<file path="src/rtl/shift_unit_pipe_pkg.sv">
// Shared definitions for the pipelined shifter.
//   shift_op_e        : operation encodings (also consumed by the ALU control decoder)
//   levels_per_stage  : mux levels packed into one pipeline stage
//   stage_lvl_lo/hi   : first/last mux level handled by a given stage
package shift_unit_pipe_pkg;

  typedef enum logic [1:0] {
    SH_SLL  = 2'd0,
    SH_SRL  = 2'd1,
    SH_SRA  = 2'd2,
    SH_ROTR = 2'd3
  } shift_op_e;

  function automatic int levels_per_stage(input int shamt_w, input int stages);
    return (shamt_w + stages - 1) / stages;
  endfunction

  // Trailing stages may own no levels at all (e.g. 5 levels over 4 stages
  // gives 2,2,1,0); such a stage reports lo = hi + 1 and is a plain register.
  function automatic int stage_lvl_lo(input int shamt_w, input int stages, input int idx);
    int lo;
    lo = idx * levels_per_stage(shamt_w, stages);
    return (lo > shamt_w) ? shamt_w : lo;
  endfunction

  function automatic int stage_lvl_hi(input int shamt_w, input int stages, input int idx);
    int hi;
    hi = (idx + 1) * levels_per_stage(shamt_w, stages);
    return ((hi > shamt_w) ? shamt_w : hi) - 1;
  endfunction

endpackage

</file>
<file path="src/rtl/shift_unit_pipe_stage.sv">
// One pipeline stage of the barrel shifter.
// Applies mux levels LVL_LO..LVL_HI (shift by 2^k when shamt[k]=1) to the
// upstream operand and registers the result together with op, full shamt,
// tag and a valid bit.
// Ports:
//   clk, rst        clock, synchronous active-high reset
//   flush           clears the valid bit at the next edge
//   load_ready      this stage may load this cycle (computed by the top)
//   up_*            upstream valid/operand/op/shamt/tag
//   valid/data/op/shamt/tag  registered stage contents
module shift_stage
  import shift_unit_pipe_pkg::*;
#(
  parameter int WIDTH   = 32,
  parameter int SHAMT_W = 5,
  parameter int LVL_LO  = 0,
  parameter int LVL_HI  = 4,
  parameter int TAG_W   = 5
) (
  input  logic               clk,
  input  logic               rst,
  input  logic               flush,
  input  logic               load_ready,
  input  logic               up_valid,
  input  logic [WIDTH-1:0]   up_data,
  input  logic [1:0]         up_op,
  input  logic [SHAMT_W-1:0] up_shamt,
  input  logic [TAG_W-1:0]   up_tag,
  output logic               valid,
  output logic [WIDTH-1:0]   data,
  output logic [1:0]         op,
  output logic [SHAMT_W-1:0] shamt,
  output logic [TAG_W-1:0]   tag
);

  localparam int NLVL = (LVL_HI >= LVL_LO) ? (LVL_HI - LVL_LO + 1) : 0;

  // One level: fixed shift by s in the requested mode. SRA replicates the
  // current MSB, which stays equal to the original sign bit at every level.
  function automatic logic [WIDTH-1:0] shift_by(input logic [WIDTH-1:0] d,
                                                input logic [1:0] mode,
                                                input int s);
    logic signed [WIDTH-1:0] sd;
    logic [WIDTH-1:0] r;
    sd = d;
    case (mode)
      SH_SLL:  r = d << s;
      SH_SRL:  r = d >> s;
      SH_SRA:  r = sd >>> s;
      default: r = (d >> s) | (d << (WIDTH - s));
    endcase
    return r;
  endfunction

  logic [WIDTH-1:0]   lvl_data [0:NLVL];
  logic               valid_reg;
  logic [WIDTH-1:0]   data_reg;
  logic [1:0]         op_reg;
  logic [SHAMT_W-1:0] shamt_reg;
  logic [TAG_W-1:0]   tag_reg;

  assign lvl_data[0] = up_data;

  generate
    for (genvar gi = 0; gi < NLVL; gi++) begin : g_lvl
      localparam int K = LVL_LO + gi;
      assign lvl_data[gi+1] = up_shamt[K] ? shift_by(lvl_data[gi], up_op, 1 << K)
                                          : lvl_data[gi];
    end
  endgenerate

  always_ff @(posedge clk) begin
    if (rst) begin
      valid_reg <= 1'b0;
      data_reg  <= '0;
      op_reg    <= '0;
      shamt_reg <= '0;
      tag_reg   <= '0;
    end else if (flush) begin
      valid_reg <= 1'b0;
    end else if (load_ready) begin
      valid_reg <= up_valid;
      // Payload only moves with a real op, so an emptied stage keeps its
      // last contents instead of capturing idle upstream values.
      if (up_valid) begin
        data_reg  <= lvl_data[NLVL];
        op_reg    <= up_op;
        shamt_reg <= up_shamt;
        tag_reg   <= up_tag;
      end
    end
  end

  assign valid = valid_reg;
  assign data  = data_reg;
  assign op    = op_reg;
  assign shamt = shamt_reg;
  assign tag   = tag_reg;

endmodule

</file>
<file path="src/rtl/shift_unit_pipe.sv">
// Pipelined barrel shifter (SLL/SRL/SRA/ROTR) with valid/ready on both sides,
// a tag passthrough and a flush for branch squash.
// Ports:
//   clk, rst            clock, synchronous active-high reset
//   flush               squash every in-flight op; blocks input this cycle
//   in_valid/in_ready   input handshake
//   in_op, in_data, in_shamt, in_tag   operation, operand, amount, tag
//   out_valid/out_ready output handshake
//   out_data, out_tag   result and its tag, straight from the last stage
module shift_unit_pipe
  import shift_unit_pipe_pkg::*;
#(
  parameter int WIDTH   = 32,
  parameter int SHAMT_W = 5,
  parameter int STAGES  = 2,
  parameter int TAG_W   = 5
) (
  input  logic               clk,
  input  logic               rst,
  input  logic               flush,
  input  logic               in_valid,
  output logic               in_ready,
  input  logic [1:0]         in_op,
  input  logic [WIDTH-1:0]   in_data,
  input  logic [SHAMT_W-1:0] in_shamt,
  input  logic [TAG_W-1:0]   in_tag,
  output logic               out_valid,
  input  logic               out_ready,
  output logic [WIDTH-1:0]   out_data,
  output logic [TAG_W-1:0]   out_tag
);

  // Index i carries the inputs of stage i; index STAGES is the last stage's output.
  logic               s_valid [0:STAGES];
  logic [WIDTH-1:0]   s_data  [0:STAGES];
  logic [1:0]         s_op    [0:STAGES];
  logic [SHAMT_W-1:0] s_shamt [0:STAGES];
  logic [TAG_W-1:0]   s_tag   [0:STAGES];

  logic [STAGES-1:0]  valid_vec;
  logic [STAGES-1:0]  stage_ready;
  logic               unused_tail;

  assign s_valid[0] = in_valid;
  assign s_data[0]  = in_data;
  assign s_op[0]    = in_op;
  assign s_shamt[0] = in_shamt;
  assign s_tag[0]   = in_tag;

  generate
    for (genvar gi = 0; gi < STAGES; gi++) begin : g_stage
      localparam int LO = stage_lvl_lo(SHAMT_W, STAGES, gi);
      localparam int HI = stage_lvl_hi(SHAMT_W, STAGES, gi);

      assign valid_vec[gi] = s_valid[gi+1];

      // Unrolled form of ready_i = !valid_i | ready_{i+1}, ready_STAGES = out_ready:
      // a stage may load unless it and every stage after it are full and the
      // consumer is stalling. Avoids a combinational chain through the array.
      assign stage_ready[gi] = out_ready | ~(&valid_vec[STAGES-1:gi]);

      shift_stage #(
        .WIDTH   (WIDTH),
        .SHAMT_W (SHAMT_W),
        .LVL_LO  (LO),
        .LVL_HI  (HI),
        .TAG_W   (TAG_W)
      ) u_stage (
        .clk        (clk),
        .rst        (rst),
        .flush      (flush),
        .load_ready (stage_ready[gi]),
        .up_valid   (s_valid[gi]),
        .up_data    (s_data[gi]),
        .up_op      (s_op[gi]),
        .up_shamt   (s_shamt[gi]),
        .up_tag     (s_tag[gi]),
        .valid      (s_valid[gi+1]),
        .data       (s_data[gi+1]),
        .op         (s_op[gi+1]),
        .shamt      (s_shamt[gi+1]),
        .tag        (s_tag[gi+1])
      );
    end
  endgenerate

  assign in_ready  = stage_ready[0] & ~flush;
  assign out_valid = s_valid[STAGES];
  assign out_data  = s_data[STAGES];
  assign out_tag   = s_tag[STAGES];

  // The final stage's op and shamt have no consumer.
  assign unused_tail = ^{s_op[STAGES], s_shamt[STAGES]};

endmodule

</file>
<file path="config.mk">
export PLATFORM = sky130hd
export DESIGN_NAME = shift_unit_pipe
export DESIGN_NICKNAME = d
export VERILOG_FILES = /design/src/rtl/shift_unit_pipe_pkg.sv /design/src/rtl/shift_unit_pipe_stage.sv /design/src/rtl/shift_unit_pipe.sv
export SDC_FILE = /design/constraint.sdc
export NUM_CORES = 1
export LEC_CHECK = 0
export ABC_CLOCK_PERIOD_IN_PS = 2500
export CORE_MARGIN = 2
export CORE_UTILIZATION = 50
export DETAILED_ROUTE_END_ITERATION = 16
export GPL_TIMING_DRIVEN = 1
export MAX_ROUTING_LAYER = met4
export PLACE_DENSITY = 0.82
export SYNTH_ARGS = -nofsm -noshare
export SYNTH_HDL_FRONTEND = slang
export SYNTH_SLANG_ARGS = --single-unit
export TNS_END_PERCENT = 20
</file>
<file path="constraint.sdc">
create_clock -name clk -period 2.5 [get_ports clk]
set_input_delay 0.5 -clock clk [delete_from_list [all_inputs] [get_ports clk]]
set_output_delay 0.5 -clock clk [all_outputs]
set_load 0.05 [all_outputs]
</file>
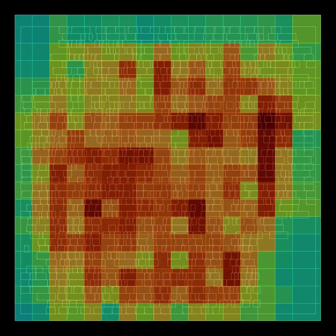
Fig. 1. Congestion heat map (run 1).
met3 global-route usage: 7.959%
met2 Use GR: 53.44%

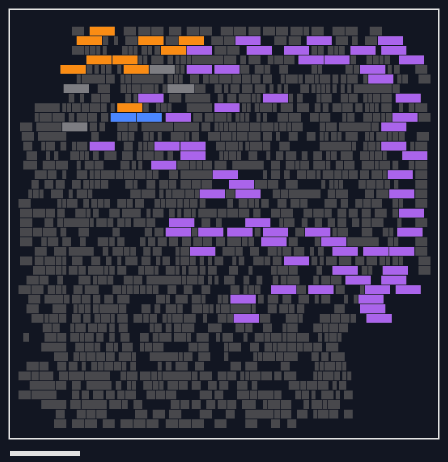
Fig. 2. Register map, names as in the netlist (run 1).
Scale bar: 20 um. Other sequential cells in the stronger gray, the rest of the logic in the fainter gray.
color	netlist name	placed flops
orange	g_stage.u_stage.tag	10
purple	g_stage.u_stage.data	64
blue	g_stage.u_stage.op	2
not colored	4
fraction of area in registers: 17.61%
Power Sequential: 1430 uW

==> Implementation_results.wiki, run 1 <==
== Implementation results ==
{| class="wikitable"
! Metric !! Value
|-
| Number of buffers added for setup after CTS || 0
|-
| Post-synthesis share of cell area spent on xor and xnor gates || 0%
|-
| Clock group share of total power || between 30 and 40%
|-
| Chain of cells forming the critical path || clkdlybuf4s50_1, buf_12, or3b_4, a311oi_2, nor2_1, a2111oi_4, a22o_1
|-
| Number of diodes || 0
|-
| Post-Synthesis Cells || 954
|-
| Total vias in the final route || 8552
|-
| Number of antenna violations at the first check in global routing || 0
|-
| Power in the clock group || 1360 uW
|-
| Post-synthesis cell type count || around 75
|-
| Final Net Count || 1144
|-
| Tally of OpenROAD warnings || 26
|-
| DRT Pass-1 Iters || 7
|-
| Clock skew after layout || 16.02 ps
|-
| Top logic cell by instance count in the layout || sky130_fd_sc_hd__nand2_1
|-
| Fraction of the core area occupied by cells at floorplan || 51.61%
|-
| Final Hold Fails || 0
|-
| Die width || roughly 120 um
|-
| Number of remaining DRC errors || 0
|-
| Filler instances || 1138
|-
| Power Combinational || 1290 uW
|-
| Actual slew at the worst max-slew pin || approximately 610 ps
|-
| Combined flip-flop and latch cell area || about 1600 um^2
|-
| Data arrival, critical path || 2700 ps
|-
| Wire length of the first global-routing pass || approximately 42000 um
|-
| Syn Std Cell Area || 6915 um^2
|-
| Status || completed
|-
| Chip area in the Yosys report || 6915 um^2
|-
| Worst path top cell family by delay || AND-OR/OR-AND gates
|-
| Pre-CTS WS || -277.9 ps
|-
| Worst Path Buf+Inv || 2
|-
| Number of gates given a new drive strength after cts || 0
|-
| Max frequency || 0.4141 GHz
|-
| Category of the worst setup path capture point || flop
|-
| Internal Power || roughly 2700 uW
|-
| H-tree levels || 3
|-
| Max capacitance violation total || 0
|-
| Total power density per cell area || ~450 nW/um^2
|-
| Post-synth EDFFs || 0
|}
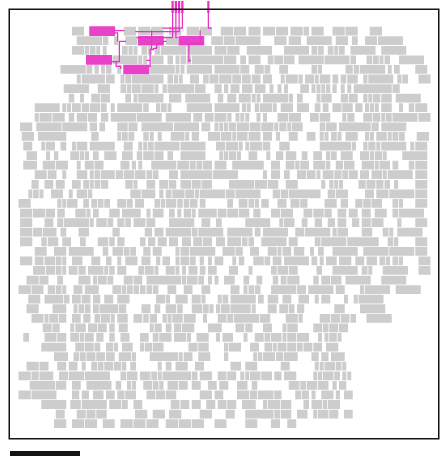
Fig. 3. Nets reached from selected ports (run 1).
Scale bar: 20 um.
color	port	direction	end cells	buffers	wire
magenta	out_tag	output	5	5	113 um

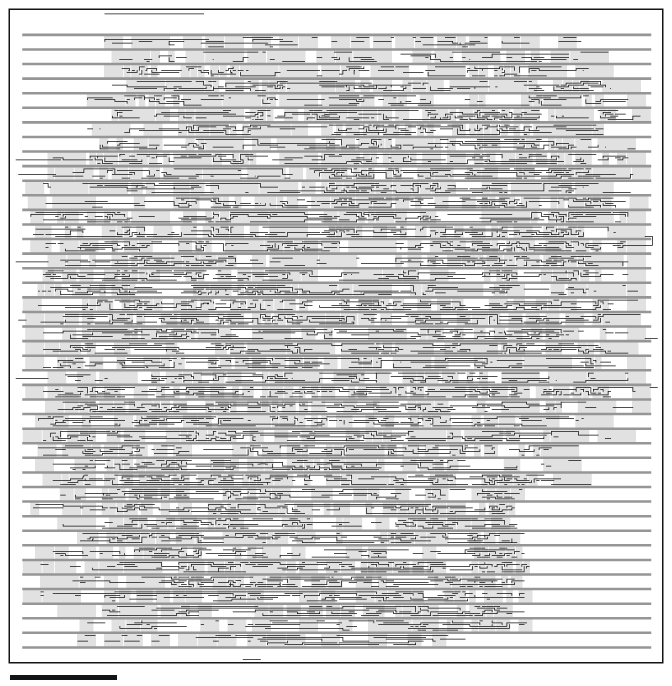
Fig. 4. Signal wires on met1 (run 1).
Scale bar: 20 um. Supply wires on this layer in gray.
share of all routed wire	40%
wire length on this layer	10700 um
longest straight run	48.8 um

## run 1: Yosys cell counts, drive strengths merged (11+ instances only)
library cell,count,area share (%)
a211oi,23,2.6
a21boi,18,2.0
a21oi,65,4.7
a221oi,12,1.7
a311oi,25,3.3
a31oi,30,2.8
buf,40,3.1
clkbuf,50,2.7
dfxtp,80,23
mux2i,48,6.9
nand2,131,7.1
nand2b,19,1.7
nand3,12,0.87
nor2,95,5.3
nor3,15,1.1
o211ai,12,1.3
o21ai,89,6.5
o221ai,14,1.8
o22ai,13,1.2
o32ai,11,1.4
or3b,20,2.6
## run 1: stage by stage
stage               power [uW]  hold slack (ps)  utilization (%)  instance area [um^2]  std cells
floorplan                 2138            432.2                -                  6915        954
global placement          2685            438.1            65.52                  8780       1260
detailed placement        2696            446.4            65.52                  8780       1260
CTS                       4026            454.9            67.78                  9082       1276
global route              4215            469.4            67.93                  9102       1276
finish                    4079            450.8            67.93                  9102       1276
## run 1: final timing paths
| kind | startpoint | end | slack (ps) | cells after the start |
|---|---|---|---|---|
| max | in_op[0] | g_stage[0].u_stage.data[15] | 90 | 7 |
| min | g_stage[0].u_stage.tag[3] | g_stage[1].u_stage.tag[3] | 450 | 2 |
| max reg2reg | g_stage[0].u_stage.op[1] | g_stage[1].u_stage.data[4] | 500 | 5 |
| min reg2reg | g_stage[0].u_stage.tag[3] | g_stage[1].u_stage.tag[3] | 450 | 2 |
## run 1: cell type report
class,count,share of cell area [%]
clock buffer,9,2.474
clock inverter,7,0.8522
inverter,12,0.4948
multi-input combinational,772,53.80
sequential,80,17.61
tap,176,2.419
timing repair buffer,220,22.35
## run 1: metal layers
layer,part of all wire (%),global-route usage [%]
met1,40,49.38
met2,43,53.44
met3,12,7.959
met4,4.4,15.52
met5,0,-
==> run 2: changes to the inputs <==
- SLEW_MARGIN: unset -> 20
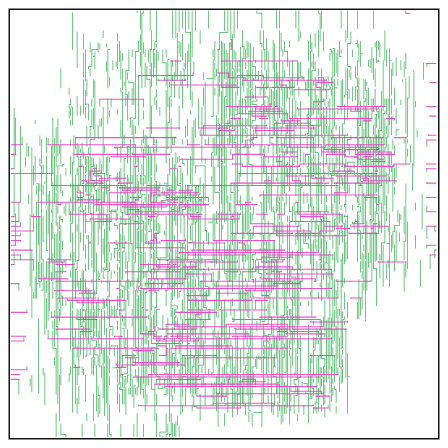
Fig. 5. Wiring by layer (run 2).
Two of the layers only.
color	layer	wire length
magenta	met3	3280 um
green	met2	11600 um
Total GRT Usage: 36.76%
drt total wl: 26750 um
total vias in the final route: 8552
wire length per cell: 20.97 um

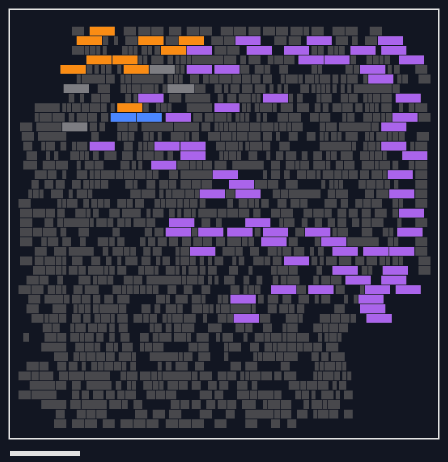
Fig. 6. Register map, names as in the netlist (run 2).
Scale bar: 20 um. Other sequential cells in the stronger gray, the rest of the logic in the fainter gray.
post-layout util: 67.93%
combined flip-flop and latch cell area: 1603 um^2

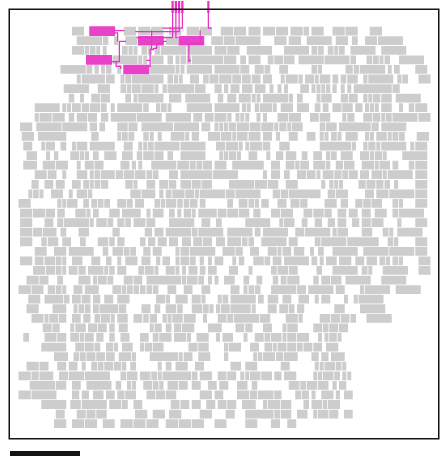
Fig. 7. Nets reached from selected ports (run 2).
Scale bar: 20 um.
number of buffer cells added on primary ports: 87
ports placed on the boundary: 88

==> Implementation_results.wiki, run 2 <==
== Implementation results ==
{| class="wikitable"
! Metric !! Value
|-
| Status || completed
|-
| Total of flip-flops plus latches after synthesis || 80
|-
| Post-Synthesis Cells || 954 (unchanged)
|-
| Category of the worst setup path capture point || flop
|-
| Yosys top cell by instances || sky130_fd_sc_hd__nand2_1
|-
| Clock skew after layout || 16.02 ps (unchanged)
|-
| Pre-CTS WS || -277.9 ps (unchanged)
|-
| Number of diodes || 0 (unchanged)
|-
| Final Net Count || 1144 (unchanged)
|-
| Total placed instance area || 8780 um^2 (unchanged)
|-
| Number of gates given a new drive strength after cts || 0 (unchanged)
|-
| Max capacitance violation total || 0 (unchanged)
|-
| Commonest cells post-synth || 131 x sky130_fd_sc_hd__nand2_1, 94 x sky130_fd_sc_hd__nor2_1, 85 x sky130_fd_sc_hd__o21ai_0, 80 x sky130_fd_sc_hd__dfxtp_1, 65 x sky130_fd_sc_hd__a21oi_1
|-
| Largest area contributor in the netlist || sky130_fd_sc_hd__dfxtp_1
|-
| Die width || 121.6 um (unchanged)
|-
| Post-synthesis cell type count || 75 (unchanged)
|-
| Number of buffers added for setup after CTS || 0 (unchanged)
|-
| Tally of OpenROAD warnings || 26 (unchanged)
|-
| Final hold slack || 450.8 ps (unchanged)
|-
| Dominant cell area share || 23.16% (unchanged)
|-
| Number of remaining DRC errors || 0 (unchanged)
|-
| H-tree levels || 3 (unchanged)
|-
| Total non-filler cell area in the finished layout || 9102 um^2 (unchanged)
|-
| Final Hold Fails || 0 (unchanged)
|-
| Number of antenna violations at the first check in global routing || 0 (unchanged)
|-
| Maximum buffer depth of the clock tree || 2
|-
| PnR Total Power || 4079 uW (unchanged)
|-
| Data arrival, critical path || 2700 ps (about the same)
|-
| Number of cells in the finished layout apart from fillers || 1276 (unchanged)
|-
| Post-Place Cells || 1260 (unchanged)
|-
| Top logic cell by instance count in the layout || sky130_fd_sc_hd__nand2_1
|-
| Fraction of the core area occupied by cells at floorplan || 51.61% (unchanged)
|-
| Post-synth EDFFs || 0 (unchanged)
|-
| Actual slew at the worst max-slew pin || 609.3 ps (unchanged)
|-
| Clock group share of total power || 33.2% (about the same)
|-
| Max frequency || 0.4141 GHz (unchanged)
|-
| Chip area in the Yosys report || 6915 um^2 (unchanged)
|-
| Root buffer selected by CTS || sky130_fd_sc_hd__clkbuf_16
|-
| Total power density per cell area || 448.1 nW/um^2 (unchanged)
|-
| Syn Std Cell Area || 6915 um^2 (unchanged)
|-
| Wire length of the first global-routing pass || 41670 um (unchanged)
|-
| Chain of cells forming the critical path || clkdlybuf4s50_1, buf_12, or3b_4, a311oi_2, nor2_1, a2111oi_4, a22o_1
|}
[run 2: cell counts after synthesis]
Identical to the previous run, type by type.
[run 2: path summary, 6_finish.rpt]
kind / endpoint / startpoint / cells past startpoint / slack [ps]
min reg2reg: g_stage[1].u_stage.tag[3] / g_stage[0].u_stage.tag[3] / 2 / 450
min: g_stage[1].u_stage.tag[3] / g_stage[0].u_stage.tag[3] / 2 / 450
max: g_stage[0].u_stage.data[15] / in_op[0] / 7 / 90
max reg2reg: g_stage[1].u_stage.data[4] / g_stage[0].u_stage.op[1] / 5 / 500
[run 2: per-layer routing]
metal  up-vias  GRT usage, %  routed length, um
met4         0         15.52               1181
met3       113         7.959               3283
met5         -             -                  0
met1      3912         49.38              10670
li1       3896             -                  -
met2       631         53.44              11620
[run 2: critical path, delay by kind of cell]
kind	cells	cell delay [ps]
buffers and inverters	2	630
AOI/OAI and AO/OA	3	1020
and+or+nand+nor	2	540
[run 2: cells by family (layout without fill, tap and decap cells)]
kind of cell / after synthesis / in the layout / share of synthesized area [%]
AND-OR/OR-AND: 383 / 383 / 38.41
buffers and inverters: 102 / 248 / 6.441
flip-flops: 80 / 80 / 23.16
multiplexers: 59 / 59 / 9.390
AND/OR/NAND/NOR: 330 / 330 / 22.60
[run 2: power groups by stage]
stage	logic, uW	clock network [uW]	registers [uW]
detailed placement	1240	0	1450
finish	1290	1360	1430
global route	1370	1410	1440
CTS	1250	1350	1430
floorplan	668	0	1470
global placement	1230	0	1450
[run 2: area by class of cell]
cell class                      instances  area [um^2]
Clock buffer                            9        225.2
Clock inverter                          7        77.57
Fill cell                            1138         4298
Inverter                               12        45.04
Multi-Input combinational cell        772         4897
Sequential cell                        80         1603
Tap cell                              176        220.2
Timing Repair Buffer                  220         2034
==> run 3: changes to the inputs <==
- CAP_MARGIN: unset -> 5
==> Implementation_results.wiki, run 3 <==
== Implementation results ==
{| class="wikitable"
! Metric !! Value
|-
| Status || completed
|-
| Dominant cell area share || 23.16% (unchanged)
|-
| Clock skew after layout || 16.02 ps (unchanged)
|-
| PnR Total Power || 4079 uW (unchanged)
|-
| Endpoint of the worst register-to-register path || g_stage[1].u_stage.data[4]
|-
| Final Hold Fails || 0 (unchanged)
|-
| Total power density per cell area || 448.1 nW/um^2 (unchanged)
|-
| Total vias in the final route || 8552 (unchanged)
|-
| Total non-filler cell area in the finished layout || 9102 um^2 (unchanged)
|-
| Reg2Reg Setup Slack || 500 ps (about the same)
|-
| Startpoint of the most critical setup path || in_op[0]
|-
| Chip area in the Yosys report || 6915 um^2 (unchanged)
|-
| Syn Std Cell Area || 6915 um^2 (unchanged)
|-
| Number of diodes || 0 (unchanged)
|-
| CP endpoint || g_stage[0].u_stage.data[15]
|-
| Yosys top cell by instances || sky130_fd_sc_hd__nand2_1
|-
| Drt total wl || 26750 um (unchanged)
|-
| Number of remaining DRC errors || 0 (unchanged)
|-
| Worst path top cell family by delay || AND-OR/OR-AND gates
|-
| Total placed instance area || 8780 um^2 (unchanged)
|-
| Max frequency || 0.4141 GHz (unchanged)
|-
| Tally of OpenROAD warnings || 26 (unchanged)
|-
| Number of buffer cells added on primary ports || 87 (unchanged)
|-
| Maximum buffer depth of the clock tree || 2 (unchanged)
|-
| Worst Path Buf+Inv || 2 (unchanged)
|-
| Commonest cells post-synth || 131 x sky130_fd_sc_hd__nand2_1, 94 x sky130_fd_sc_hd__nor2_1, 85 x sky130_fd_sc_hd__o21ai_0, 80 x sky130_fd_sc_hd__dfxtp_1, 65 x sky130_fd_sc_hd__a21oi_1
|-
| Max capacitance violation total || 0 (unchanged)
|-
| Worst-case hold path end point || g_stage[1].u_stage.tag[3]
|-
| Top logic cell by instance count in the layout || sky130_fd_sc_hd__nand2_1
|-
| H-tree levels || 3 (unchanged)
|-
| Wire length per cell || 20.97 um (unchanged)
|-
| Data arrival, critical path || 2700 ps (about the same)
|}
## run 3: cell counts in the layout (fill, tap and decap cells not counted)
No cell type changed its count.
## run 3: worst min-delay path, cell delays in order (launching register included)
cell,delay [ps]
sky130_fd_sc_hd__dfxtp_1,310
sky130_fd_sc_hd__nand2_1,50
sky130_fd_sc_hd__a21oi_1,50
## run 3: cell families (layout without fill, tap and decap cells)
family                 after synthesis  in the layout  synth area share [%]
and+or+nand+nor                    330            330                 22.60
AOI/OAI and AO/OA                  383            383                 38.41
buffers and inverters              102            248                 6.441
DFF                                 80             80                 23.16
muxes                               59             59                 9.390
## run 3: per-layer routing
layer  GRT usage, %  up-vias  wire length, um
met5              -        -                0
met1          49.38     3912            10670
met2          53.44      631            11620
met4          15.52        0             1181
li1               -     3896                -
met3          7.959      113             3283
## run 3: per-stage QoR
| step | TNS (ps) | worst slack (ps) | cells |
|---|---|---|---|
| final | 0 | 85.16 | 1276 |
| after global routing | 0 | 8.159 | 1276 |
| after CTS | 0 | 70.98 | 1276 |
| after detailed placement | -2622 | -277.9 | 1260 |
| after global placement | -1810 | -271.3 | 1260 |
| after floorplan | 0 | 472.3 | 954 |
## run 3: where the power goes
| part | total (uW) | switching [uW] | internal [uW] | leakage, uW |
|---|---|---|---|---|
| logic | 1290 | 732 | 557 | 0.00258 |
| registers | 1430 | 98.2 | 1340 | 0.000654 |
| clock network | 1360 | 571 | 785 | 0.000147 |
| total | 4080 | 1400 | 2680 | 0.00338 |
## run 3: layout make-up
class	count	area [um^2]	area share, %
inverters	12	45.04	0.4948
clock buffers	9	225.2	2.474
multi-input cells	772	4897	53.80
repair buffers	220	2034	22.35
well taps	176	220.2	2.419
clock inverters	7	77.57	0.8522
flip-flops and latches	80	1603	17.61
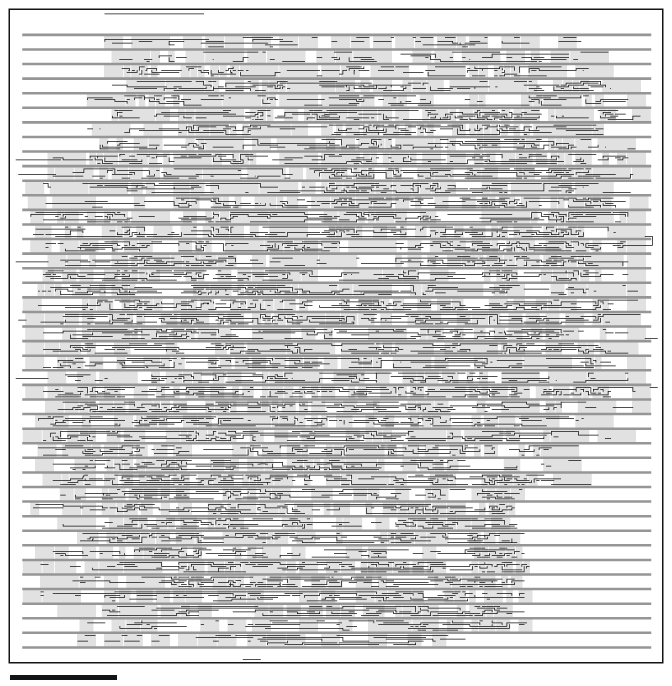
Fig. 8. Signal wires on met1 (run 3).
Scale bar: 20 um. Supply wires on this layer in gray.
longest straight run	48.8 um
nets with wire on the layer	1041
main direction	horizontal
wire length on this layer	10700 um
share of all routed wire	40%
grt met1 use: 49.38%

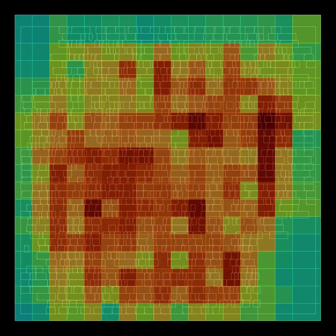
Fig. 9. Congestion heat map (run 3).
busiest layer in global routing: met2

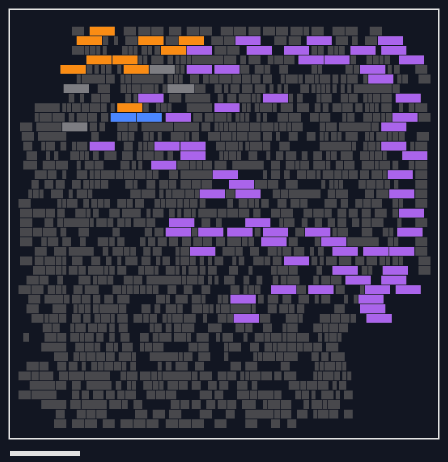
Fig. 10. Register map, names as in the netlist (run 3).
Scale bar: 20 um. Other sequential cells in the stronger gray, the rest of the logic in the fainter gray.

No activity file was given, so power comes from the tool's default toggle rates.
